==> config.mk <==
export PLATFORM = sky130hd
export DESIGN_NAME = ibr128_stream_master_flat
export DESIGN_NICKNAME = d
export VERILOG_FILES = /design/src/rtl/ibr128_stream_master_if.sv /design/src/rtl/ibr128_stream_master.sv /design/src/flat_wrapper.sv
export SDC_FILE = /design/constraint.sdc
export NUM_CORES = 1
export LEC_CHECK = 0
export CORE_UTILIZATION = 55
export CTS_BUF_LIST = sky130_fd_sc_hd__clkbuf_4 sky130_fd_sc_hd__clkbuf_8 sky130_fd_sc_hd__clkbuf_16
export DETAILED_ROUTE_END_ITERATION = 10
export GPL_TIMING_DRIVEN = 0
export PLACE_DENSITY = 0.95
export SYNTH_ARGS = -nofsm -noshare
export SYNTH_HDL_FRONTEND = slang
export SYNTH_SLANG_ARGS = --single-unit
export TNS_END_PERCENT = 5
==> constraint.sdc <==
create_clock -name Clk -period 6.2 [get_ports Clk]
set_clock_uncertainty 0.15 [all_clocks]
set_input_delay 1.55 -clock Clk [delete_from_list [all_inputs] [get_ports Clk]]
set_output_delay 1.55 -clock Clk [all_outputs]
set_load 0.01 [all_outputs]
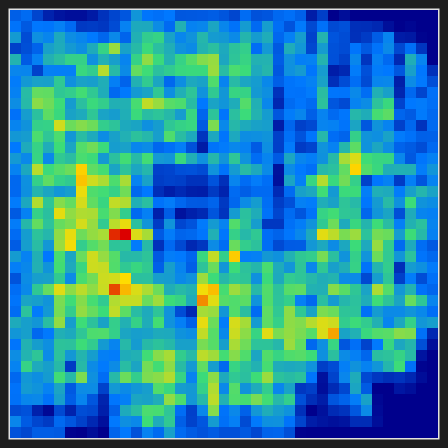
*Wire density map*
39 x 39 tiles, from dark blue (low) to red (high), scaled to the fullest tile. Values are wire area over tile area, all layers added.
mean over tiles: 0.32
tiles over half the peak: 17%
densest ninth of the die: left middle
total track usage: 0.361
routed len/inst: 22.3 um
Post-Route WL: 69.6 mm

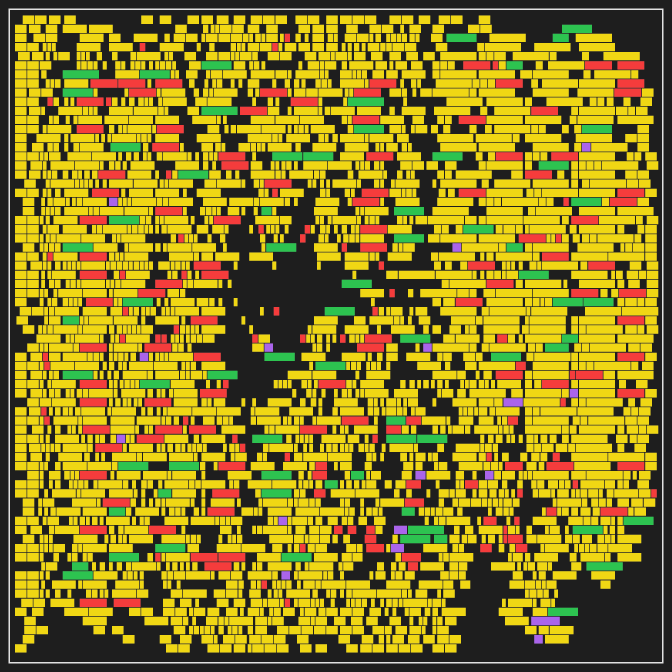
*Sizing map*
| size | colour | cells | share |
|---|---|---|---|
| x1 and smaller | yellow | 2,389 | 90% |
| x2 | red | 174 | 6.6% |
| x6 and larger | green | 68 | 2.6% |
| x3 and x4 | purple | 17 | 0.64% |
Setup WS post-layout: 76.2 ps
post-route cell area: 26,900 um2
number of signal-net buffers in the layout: 579
synthesis-to-layout area growth: 31.8%

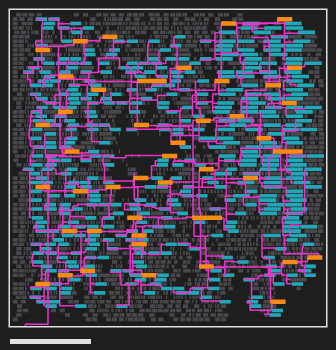
*Routed clock nets over the placement*
Scale bar: 50 um.
[flip-flops] cyan | count: 451
[clock wires] magenta | length: 5,110 um
[clock-net drivers] orange | count: 47
flops lie: spread over the die
Worst-Skew Late Latency: 550 ps
Clk. pwr: 2.95 mW

==> results.cfg <==
; synthesis and place-and-route metrics
[worst_setup_path]
worstPathMaxFanout = 10
path_cells = clkdlybuf4s50_1, and3_1, clkbuf_1, clkbuf_2, a22oi_1, o21ai_0, clkdlybuf4s50_1
crit_cells = 7
critPathTopFamily = buffers and inverters
rr_worst_depth = 4
worst-path-buf-inv = 4
reg2reg_slack_ps = 2490
crit_path_end_kind = output pin
slowest_stage = clkbuf_1
arrival_ps = 4420

[final_timing]
slew_headroom = 0.232
hold_viol_final = 0
rsz0062_at_grt = false
hold_ws_ps = 304
setup_viol = 0
finalCriticalPeriod_ps = 6120
worst_slew_pin_slew_ps = 1140
max_freq_ghz = 0.163
setup_tns_ps = 0

[power]
seq_power_share = 0.374
peakVddDrop_mv = 0.233
power_leakage_nw = 9.73
switching_power_mw = 3.37
power.total_mw = 9.86
p_comb_mw = 3.22
comb_power_share = 0.326
power_top_consumer = sequential cells

[final_layout]
comb_cells = 1518
comb_area_um2 = 9410
clkCellAreaFrac = 0.0608
drive_gt1_frac = 0.0978
seq_share = 0.383
sh_comb_area = 0.350
n_all_inverters = 12
nNetsFinal = 2964
fin_cells = 3125
flop_area_um2 = 10300
final_common_cell = nand2_1
antenna_cells = 9
fin_util = 0.735

[routing]
via_per_inst = 5.95
drc = 0
drt_first_pass_iters = 6
first_iter_violations = 1771
final_antenna_net_count = 0

[clock_network]
postCtsSetupBuffers = 0
cts_tree = built
h-tree-depth = 2
clockBufferDepth = 3
post_cts_resized = 1
ctsHoldBuffers = 0
cts.sinks = 451
cts.clk_slew.worst_paths_ps = 60

[grt]
grt_pass1_wl_mm = 104
antenna_found_initial = 5
grt_overflow_total = 0
grt_pass1_vias = 18600
met2_usage = 0.614
use_met1 = 0.427

[logic_synthesis]
syn_nets = 2493
syn_inst = 2138
adder_share = 0.00490
ys_sh_mux = 0.124
edf_count = 128
async_flop_share = 0
ff_type = dfxtp_1
syn_avg_cell_area_um2 = 9.55
ys_area_um2 = 20400
postSynthSeqShare = 0.505
ys_sh_xor = 0.0163
synth_cell_types = 72
aoi_share = 0.105

[floorplanning]
rows = 70
core-area_um2 = 36600
tapCellCount = 468
dieWidth_um = 195
die-area_um2 = 37900
fp.dieH_um = 195
fp_util = 0.558

[placed_design]
gp_congestion = 0.994
io_buffers = 421
place_area_um2 = 25300
pre_cts_slack_ps = -67.1
place_inst = 3028

[status]
status = complete, no violations

[job]
warning_count = 30
Yosys cell counts (all sizes together) (22+ instances only):
master | instances | area share
a21oi | 303 | 0.074
and2 | 169 | 0.052
buf | 49 | 0.013
clkbuf | 108 | 0.020
dfxtp | 323 | 0.32
edfxtp | 128 | 0.19
mux2i | 35 | 0.017
mux4 | 96 | 0.11
nand2 | 610 | 0.11
nand3 | 26 | 0.0069
nor2 | 56 | 0.010
o21ai | 55 | 0.014
xnor2 | 22 | 0.0094
worst min-delay path: stages, from the launching register on:
cell	delay, ps
dfxtp_1	310
nand2_1	50
a21oi_1	50
layer usage:
metal	vias to the layer above	wire (um)
li1	8326	-
met1	8815	24900
met2	1184	33700
met5	-	14
met3	272	6710
met4	2	4260
Power is estimated from default activity; no workload was simulated.
